### Signal wires by layer, run 1

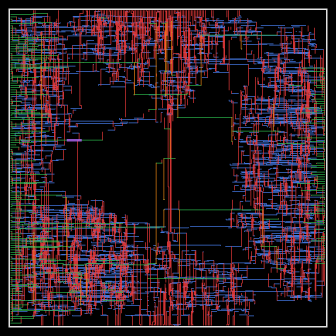
### Cell area per tile, run 1

The die is cut into 19 by 19 equal tiles; white is low, dark blue is high, 0 to 100% covered.
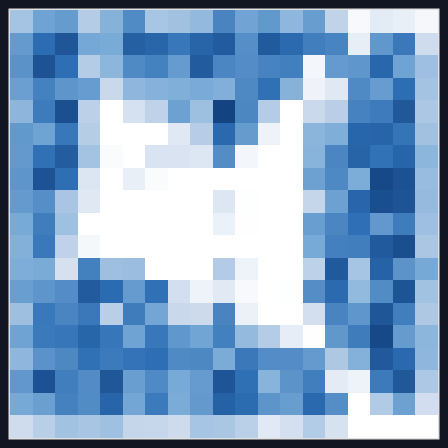
### Selected gate families, run 1

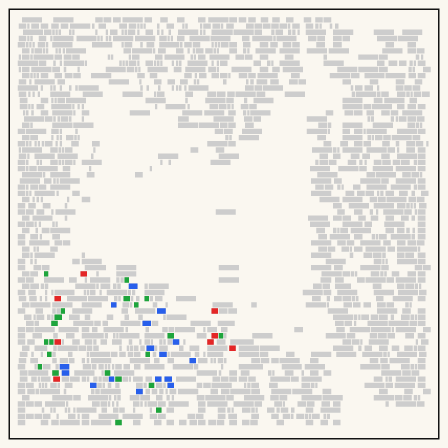
[src/rtl/orsram_ctrl.sv]
// Output SRAM array controller: sequential writes, windowed streaming reads.
// Optional read stall counter enabled by ORSRAM_CTRL_STAT_EN.
module orsram_ctrl #(
  parameter int SRAM_NUM = 8,
  parameter int ADDR_W   = 7,
  parameter int DATA_W   = 8
) (
  input  logic                         clk,
  input  logic                         rst,
  input  logic                         buf_clr,
  input  logic                         wr_valid,
  output logic                         wr_ready,
  input  logic [SRAM_NUM*DATA_W-1:0]   wr_data,
  output logic [ADDR_W:0]              wr_count,
  input  logic                         rd_start,
  input  logic [ADDR_W-1:0]            rd_base,
  input  logic [ADDR_W:0]              rd_len,
  output logic                         rd_valid,
  input  logic                         rd_ready,
  output logic [SRAM_NUM*DATA_W-1:0]   rd_data,
  output logic                         rd_done,
  output logic                         busy,
`ifdef ORSRAM_CTRL_STAT_EN
  output logic [15:0]                  rd_stall_cnt,
`endif
  output logic                         sram_cen,
  output logic [SRAM_NUM-1:0]          sram_wen,
  output logic [SRAM_NUM*ADDR_W-1:0]   sram_a,
  output logic [SRAM_NUM*DATA_W-1:0]   sram_d,
  input  logic [SRAM_NUM*DATA_W-1:0]   sram_q
);

  localparam int WW = SRAM_NUM * DATA_W;
  localparam logic [ADDR_W:0] FULL = {1'b1, {ADDR_W{1'b0}}};

  typedef enum logic [1:0] {
    IDLE,
    READ,
    DRAIN
  } state_t;

  state_t state, nstate;

  logic [ADDR_W-1:0] wr_ptr;
  logic [ADDR_W:0]   wr_cnt;
  logic [ADDR_W-1:0] rd_addr;
  logic [ADDR_W:0]   rem;
  logic              v1, v2;
  logic [WW-1:0]     fmem [2];
  logic              frp, fwp;
  logic [1:0]        fcnt;
  logic              done_q;
  logic              cen_q, wen_q;
  logic [ADDR_W-1:0] a_q;
  logic [WW-1:0]     d_q;

  logic       wr_acc, pop, push, pop_f;
  logic       issue, done_d, start_ok;
  logic [2:0] tot, lim;

  assign wr_ready = !rst && (state == IDLE) && !buf_clr
                    && !rd_start && (wr_cnt != FULL);
  assign wr_acc   = wr_valid && wr_ready;
  assign wr_count = wr_cnt;
  assign busy     = (state != IDLE);
  assign rd_done  = done_q;

  // head of buffer first; otherwise returning SRAM data bypasses the buffer
  assign rd_valid = (fcnt != 2'd0) || v2;
  assign rd_data  = (fcnt != 2'd0) ? fmem[frp] : sram_q;
  assign pop      = rd_valid && rd_ready;
  assign pop_f    = pop && (fcnt != 2'd0);
  assign push     = v2 && !(pop && (fcnt == 2'd0));

  // words owned by the buffer or still in the SRAM pipe, net of this pop
  assign tot = {1'b0, fcnt} + {2'b0, v1} + {2'b0, v2};
  assign lim = pop ? 3'd3 : 3'd2;

  assign sram_cen = cen_q;
  assign sram_wen = {SRAM_NUM{wen_q}};
  assign sram_a   = {SRAM_NUM{a_q}};
  assign sram_d   = d_q;

  always_comb begin
    nstate   = state;
    issue    = 1'b0;
    done_d   = 1'b0;
    start_ok = 1'b0;
    unique case (state)
      IDLE: begin
        if (rd_start) begin
          start_ok = 1'b1;
          if (rd_len != '0) nstate = READ;
          else              done_d = 1'b1;
        end
      end
      READ: begin
        if ((rem != '0) && (tot < lim)) begin
          issue = 1'b1;
          if (rem == {{ADDR_W{1'b0}}, 1'b1}) nstate = DRAIN;
        end
      end
      DRAIN: begin
        if (pop && (tot == 3'd1)) begin
          nstate = IDLE;
          done_d = 1'b1;
        end
      end
      default: nstate = IDLE;
    endcase
  end

  always_ff @(posedge clk or posedge rst) begin
    if (rst) begin
      state  <= IDLE;
      done_q <= 1'b0;
      v1     <= 1'b0;
      v2     <= 1'b0;
    end else begin
      state  <= nstate;
      done_q <= done_d;
      v1     <= issue;
      v2     <= v1;
    end
  end

  always_ff @(posedge clk or posedge rst) begin
    if (rst) begin
      wr_ptr <= '0;
      wr_cnt <= '0;
    end else if (state == IDLE && buf_clr) begin
      wr_ptr <= '0;
      wr_cnt <= '0;
    end else if (wr_acc) begin
      wr_ptr <= wr_ptr + 1'b1;
      wr_cnt <= wr_cnt + 1'b1;
    end
  end

  always_ff @(posedge clk or posedge rst) begin
    if (rst) begin
      rd_addr <= '0;
      rem     <= '0;
    end else if (start_ok && rd_len != '0) begin
      rd_addr <= rd_base;
      rem     <= rd_len;
    end else if (issue) begin
      rd_addr <= rd_addr + 1'b1;
      rem     <= rem - 1'b1;
    end
  end

  always_ff @(posedge clk or posedge rst) begin
    if (rst) begin
      cen_q <= 1'b1;
      wen_q <= 1'b1;
      a_q   <= '0;
      d_q   <= '0;
    end else if (wr_acc) begin
      cen_q <= 1'b0;
      wen_q <= 1'b0;
      a_q   <= wr_ptr;
      d_q   <= wr_data;
    end else if (issue) begin
      cen_q <= 1'b0;
      wen_q <= 1'b1;
      a_q   <= rd_addr;
    end else begin
      cen_q <= 1'b1;
      wen_q <= 1'b1;
    end
  end

  always_ff @(posedge clk or posedge rst) begin
    if (rst) begin
      frp     <= 1'b0;
      fwp     <= 1'b0;
      fcnt    <= 2'd0;
      fmem[0] <= '0;
      fmem[1] <= '0;
    end else begin
      if (push) begin
        fmem[fwp] <= sram_q;
        fwp       <= ~fwp;
      end
      if (pop_f) frp <= ~frp;
      fcnt <= fcnt + {1'b0, push} - {1'b0, pop_f};
    end
  end

`ifdef ORSRAM_CTRL_STAT_EN
  always_ff @(posedge clk or posedge rst) begin
    if (rst) begin
      rd_stall_cnt <= '0;
    end else if (start_ok) begin
      rd_stall_cnt <= '0;
    end else if (rd_valid && !rd_ready && rd_stall_cnt != 16'hFFFF) begin
      rd_stall_cnt <= rd_stall_cnt + 16'd1;
    end
  end
`endif

endmodule

[config.mk]
export PLATFORM = sky130hd
export DESIGN_NAME = orsram_ctrl
export DESIGN_NICKNAME = d
export VERILOG_FILES = /design/src/rtl/orsram_ctrl.sv
export SDC_FILE = /design/constraint.sdc
export NUM_CORES = 1
export LEC_CHECK = 0
export CORE_MARGIN = 3
export CORE_UTILIZATION = 35
export DETAILED_ROUTE_END_ITERATION = 8
export PLACE_DENSITY = 0.72
export SLEW_MARGIN = 40
export SYNTH_ARGS = -nofsm -noshare
export SYNTH_HDL_FRONTEND = slang
export SYNTH_SLANG_ARGS = --single-unit
[constraint.sdc]
create_clock -name clk -period 13.01 [get_ports clk]
set_input_delay 3.903 -clock clk [delete_from_list [all_inputs] [get_ports clk]]
set_output_delay 3.903 -clock clk [all_outputs]
set_load 0.01 [all_outputs]
==> run summary, run 1 <==
yosys + openroad results -> CTS tree built, clk latency late pin 530 ps, count leader, synth nand2_1, internal cell power 2.70 mW, Post-Route WL 29,700 um, status finished, final reports clean, crit path from rst, # port buffers 353, flops & latches, synth 240, worst reg2reg path startpoint wr_count[0], # DRC 0, Seq share, synth 0.518, RD Place Congestion 0.873, Die H 188 um, WL per Instance 16.2 um, Flop pwr share 0.314, # H-tree levels 1, Clock Path Buffers 3, first-pass GRT wire length 48,900 um, fin cells 1,832, Worst Hold Depth 0, Critical Path End wr_ready, yosys stat cell total 1,091, clock network power share 0.180, combinational group share of total power 0.507, Core Rows 66, Post-synth top cells nand2_1 (275), dfrtp_1 (238), mux2_2 (128), Post-Route Setup TNS 0 ps, Max-slew headroom 0.488, EDFF count, synth 0, share of layout cells above drive strength 1 0.149, fin area 0.0160 sq mm, Filler cells 2,941, largest net degree at the start of global routing 107, gr usage total 0.166, xor/xnor share 0.00605, dominant kind of combinational cell multiplexers, clk_skew 12.1 ps, pre-CTS setup slack 3560 ps, horizontal die dimension 188 um, # resized after CTS 0, area reported by Yosys stat 0.0116 sq mm, slew of the pin with the lowest slew margin 768 ps, total grt overflow 0, number of OpenROAD warnings 32, via count 8,969, Max Fanout on Critical Path 6, DP HPWL 20,400 um, Post-DRT Antenna Nets 0, Most common reg cell dfrtp_1, RSZ-0062 raised after global routing false, root buf cell clkbuf_16, aoi share 0.0816, total CTS buffers 28, vias per cell 4.90, Starting Density 0.355, leakage 6.97 nW, Critical Path Start Type input port, min-delay src v1, final setup vio count 0, cycle use final 0.726, Max Fclk 106 MHz, switching part of the total 0.352, Fin Hold WS 393 ps, Area leader share 0.514, P_sw 1.46 mW, initial antenna violation count 1, antenna cells 0, Reg area 0.00601 sq mm
## Picture notes: 'Signal wires by layer'
Key: met4 = orange [wire length 620 um]; met5 = purple [wire length 7.40 um]; met1 = blue [wire length 12,600 um]; met3 = green [wire length 2,520 um]; met2 = red [wire length 14,000 um]

## Picture notes: 'Cell area per tile'
The mean over all tiles is 44%. 16% of the tiles are nearly empty. The emptiest ninth of the die: center. 14% of the tiles are over 75% full. The fullest tile reaches 92%.

## Picture notes: 'Selected gate families'
Key: AND-OR and OR-AND gates = blue [cells 16, most used o221a_2]; AND and OR gates = green [cells 21, most used or3_1, where south-west]; XOR/XNOR gates = red [cells 8]

## run 1: layer usage
layer | GRT usage | part of all wire | up-vias
li1 | - | - | 4251
met1 | 0.214 | 0.42 | 4343
met3 | 0.0523 | 0.085 | 52
met5 | 0 | 0.00024 | -
met4 | 0.0416 | 0.021 | 2
met2 | 0.274 | 0.47 | 321
## run 1: registers in the layout (all words and copies together), names as in the netlist
signal	cells
fwp	1
wr_ptr	7
fcnt	2
wr_count	8
rd_done	1
v1	1
sram_cen	1
rd_addr	7
a_q	7
fmem	128
v2	1
frp	1
sram_d	64
rem	8
wen_q	1
state	2
## run 1: critical path, stage by stage
cell and delay (ps):
clkdlybuf4s50_1 560, nor3_4 320, o211a_1 210, clkdlybuf4s50_1 540
## run 1: layout by cell type (no fill, tap or decap), drive strengths merged, types with 4 or more instances in the layout
cell type,instances
xor2,4
nand3,9
clkdlybuf4s50,353
nor4,4
clkbuf,41
o32ai,4
nor3,7
o21ai,74
a21oi,11
clkinv,6
o211ai,10
ha,10
and4,4
nand2b,7
inv,28
or3,6
nand2,276
dfrtp,238
a221oi,5
a31oi,5
nor2,21
buf,10
mux2i,65
nand4,4
mux2,128
a211oi,5
xnor2,4
## run 1: area by class of cell
type | count | area share
sequential | 240 | 0.375
timing repair buffer | 363 | 0.229
inverter | 28 | 0.00711
tap | 442 | 0.0345
multi-input combinational | 710 | 0.299
clock inverter | 8 | 0.00445
clock buffer | 41 | 0.0506
## run 1: power by group through the flow
| stage | Combinational, mW | Sequential (mW) | Clock, mW |
|---|---|---|---|
| floorplan | 1.25 | 1.29 | 0 |
| global placement | 2.10 | 1.29 | 0 |
| detailed placement | 2.13 | 1.32 | 0 |
| CTS | 2.14 | 1.31 | 0.775 |
| global route | 2.30 | 1.35 | 0.801 |
| finish | 2.11 | 1.30 | 0.747 |
### Metal 2, run 1

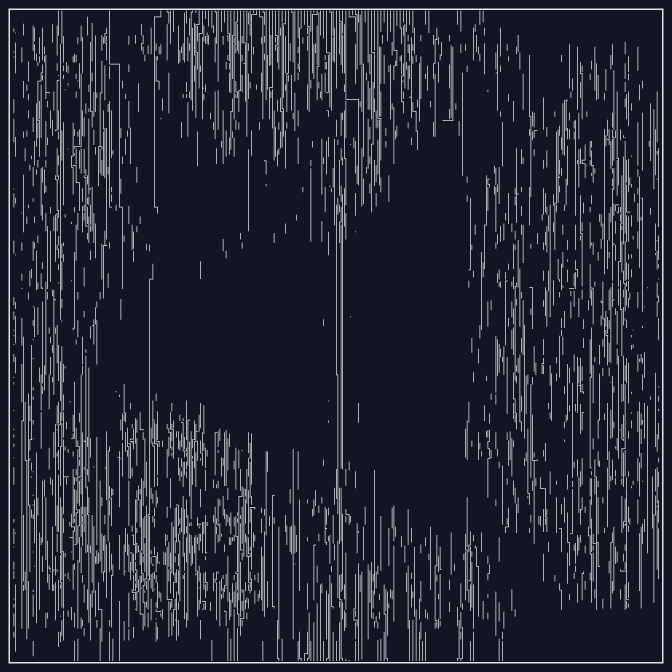

--- run 2 (diff from run 1) ---
==> constraint.sdc (replaced) <==
create_clock -name clk -period 9.52 [get_ports clk]
set_input_delay 2.856 -clock clk [delete_from_list [all_inputs] [get_ports clk]]
set_output_delay 2.856 -clock clk [all_outputs]
set_load 0.01 [all_outputs]
### Metal 2, run 2

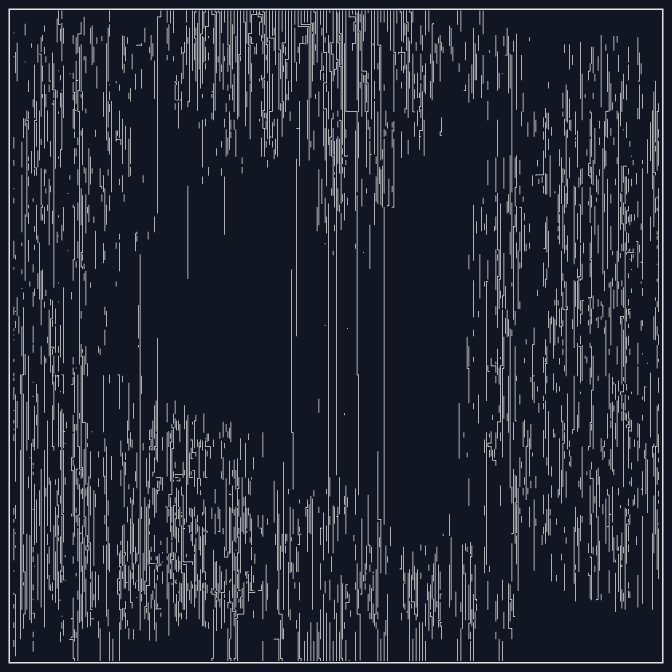
The layer carries 14,500 um of wire. 1,309 nets have wire on it. The layer holds 48% of the routed length.

### Congestion heat map, run 2

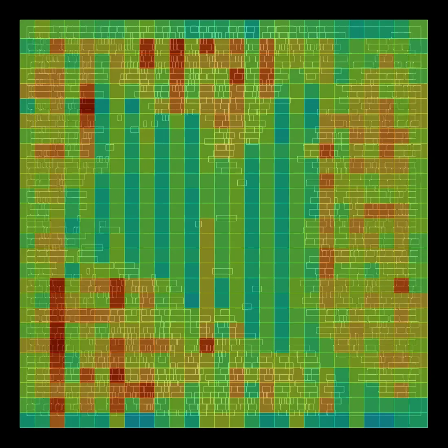
met1 Usage GRT: 0.205
met3 Use GR: 0.0561
most used routing layer: met2

### Cell area per tile, run 2

The die is cut into 19 by 19 equal tiles; white is low, dark blue is high, 0 to 100% covered.
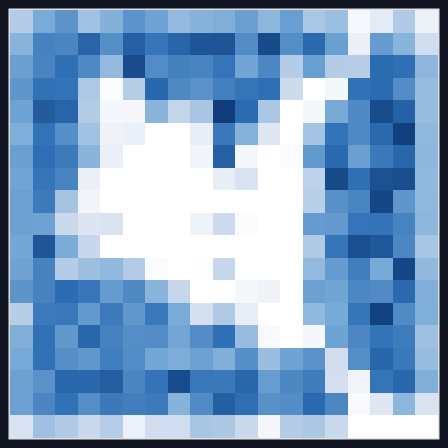
15% of the tiles are nearly empty. The emptiest ninth of the die: center. The mean over all tiles is 44%. The fullest tile reaches 95%.

==> run summary, run 2 <==
yosys + openroad results -> minimum clock period 7400 ps, internal cell power 3.71 mW, Final Util 0.491, # resized after CTS 0, Mapped Nets 1,251, reg2reg end wr_ptr[5], synthesized cell area 0.0116 sq mm, combinational group share of total power 0.501, fin cells 1,834, drt first-iter violations 473, clk latency late pin 530 ps, Starting Density 0.355, setup bufs post-CTS 0, worst reg2reg path startpoint wr_count[0], cycle use final 0.777, vias per cell 4.87, worst hold path type reg2reg, fin area 0.0160 sq mm, count leader, synth nand2_1, root buf cell clkbuf_16, Max VDD drop 0.000231 V, Max Fclk 135 MHz, flops & latches, synth 240, Post-DRT Antenna Nets 0, via count 8,937, Filler cells 2,947, WL met1 12,500 um, Post-Route Setup TNS 0 ps, Overall Power 5.74 mW, Most common reg cell dfrtp_1, Die H 188 um, # hold bufs at CTS 0, Slew Limit Fails 0, Post-synth top cells nand2_1 (275), dfrtp_1 (238), mux2_2 (128), met3 wire len 2660 um, # H-tree levels 1, EDFF count, synth 0, Critical Path Start Type input port, Seq share, synth 0.518, max reg flops 128, met2 wire length 14,500 um, vias in the first global route 9,281, Clock Path Buffers 3, Fin Hold WS 375 ps, switching part of the total 0.353, Top reg by flops fmem, dpl cells 1,781, largest net degree at the start of global routing 125, RSZ-0062 raised after global routing false, # DRC 0, crit path capture type primary output, area reported by Yosys stat 0.0116 sq mm, final worst slack 2120 ps, RD Place Congestion 0.867, syn_area_per_cell 10.6 sq um, flop2flop setup slack 6110 ps, Area Growth Syn to Fin 38.3%, Top Layer Used met5, number of max-cap violations 0, hold endpoint v2, Area leader share 0.514, Core Footprint 0.0326 sq mm, total grt overflow 0, min-delay src v1, horizontal die dimension 188 um, slew of the pin with the lowest slew margin 817 ps, # port buffers 353, pre-CTS setup slack 2110 ps, share of layout cells above drive strength 1 0.150, initial antenna violation count 2, CTS tree built, r2r worst-path depth 9, commonest non-fill, non-tap cell in the layout clkdlybuf4s50_1, Flop pwr share 0.312, io pins 354, Worst-path clk slew 60 ps, gr usage total 0.167, number of OpenROAD warnings 33, final setup vio count 0, clock network power share 0.187, clk_skew 9.95 ps, die area 0.0353 sq mm, met2 Use GR 0.286, Sink Count 240, first drt pass iteration count 5, status finished, final reports clean, Nets 1,529, yosys stat cell total 1,091, Post-Route WL 30,300 um, Max-slew headroom 0.452, Worst Hold Depth 0, Worst Setup Path Type in2out, total CTS buffers 28, DP HPWL 20,600 um, Cell Type Count 70, P_sw 2.03 mW, Core Rows 66, Top Layout Cells clkdlybuf4s50_1 (353), nand2_1 (275), dfrtp_1 (237), mux2_2 (128), o21ai_0 (71), Synth area leader dfrtp_1, first-pass GRT wire length 48,900 um, Worst Path Arrival 4540 ps, Data required, critical path 6660 ps, Max Fanout on Critical Path 6, WL per Instance 16.5 um, leakage 6.97 nW
[run 2: cell counts after synthesis]
Identical to the previous run, type by type.
[run 2: critical path, cell delays in order]
cell and delay, ps:
clkdlybuf4s50_1 600, nor3_4 340, o211a_1 200, clkdlybuf4s50_1 540
[run 2: logic make-up (layout without fill, tap and decap cells)]
group | Yosys count | in the layout | share of synthesized area
AOI/OAI and AO/OA | 144 | 144 | 0.0816
xor gates and xnor gates | 8 | 8 | 0.00605
adders and majority gates | 11 | 11 | 0.0125
buffers and inverters | 141 | 441 | 0.0705
DFF | 240 | 240 | 0.518
muxes | 193 | 193 | 0.181
other | 0 | 1 | 0
and+or+nand+nor | 354 | 354 | 0.130
[run 2: layout make-up]
class | count | area, sq um | share of cell area
antenna | 1 | 2.50 | 0.000156
clock buffer | 41 | 821 | 0.0512
clock inverter | 11 | 114 | 0.00711
inverter | 28 | 119 | 0.00742
multi-input combinational | 710 | 4780 | 0.299
sequential | 240 | 6010 | 0.375
tap | 442 | 553 | 0.0345
timing repair buffer | 361 | 3620 | 0.226
[run 2: worst max path at each step]
stage	from	endpoint	slack, ps	depth (start not counted)
2_1_floorplan	rst	a_q[0]	80	1
3_3_place_gp	rst	wr_ready	2170	4
3_5_place_dp	rst	wr_ready	2110	4
4_1_cts	rst	wr_ready	2110	4
5_1_grt	rst	wr_ready	2050	4
6_report	rst	wr_ready	2120	4
[run 2: power groups by stage]
stage | clock network (mW) | registers [mW] | logic, mW
after global routing | 1.15 | 1.86 | 3.13
after global placement | 0 | 1.78 | 2.86
final | 1.07 | 1.79 | 2.88
after CTS | 1.11 | 1.79 | 2.92
after floorplan | 0 | 1.76 | 1.71
after detailed placement | 0 | 1.80 | 2.91
Power figures rest on the tool's default switching activity, not on a simulated workload.
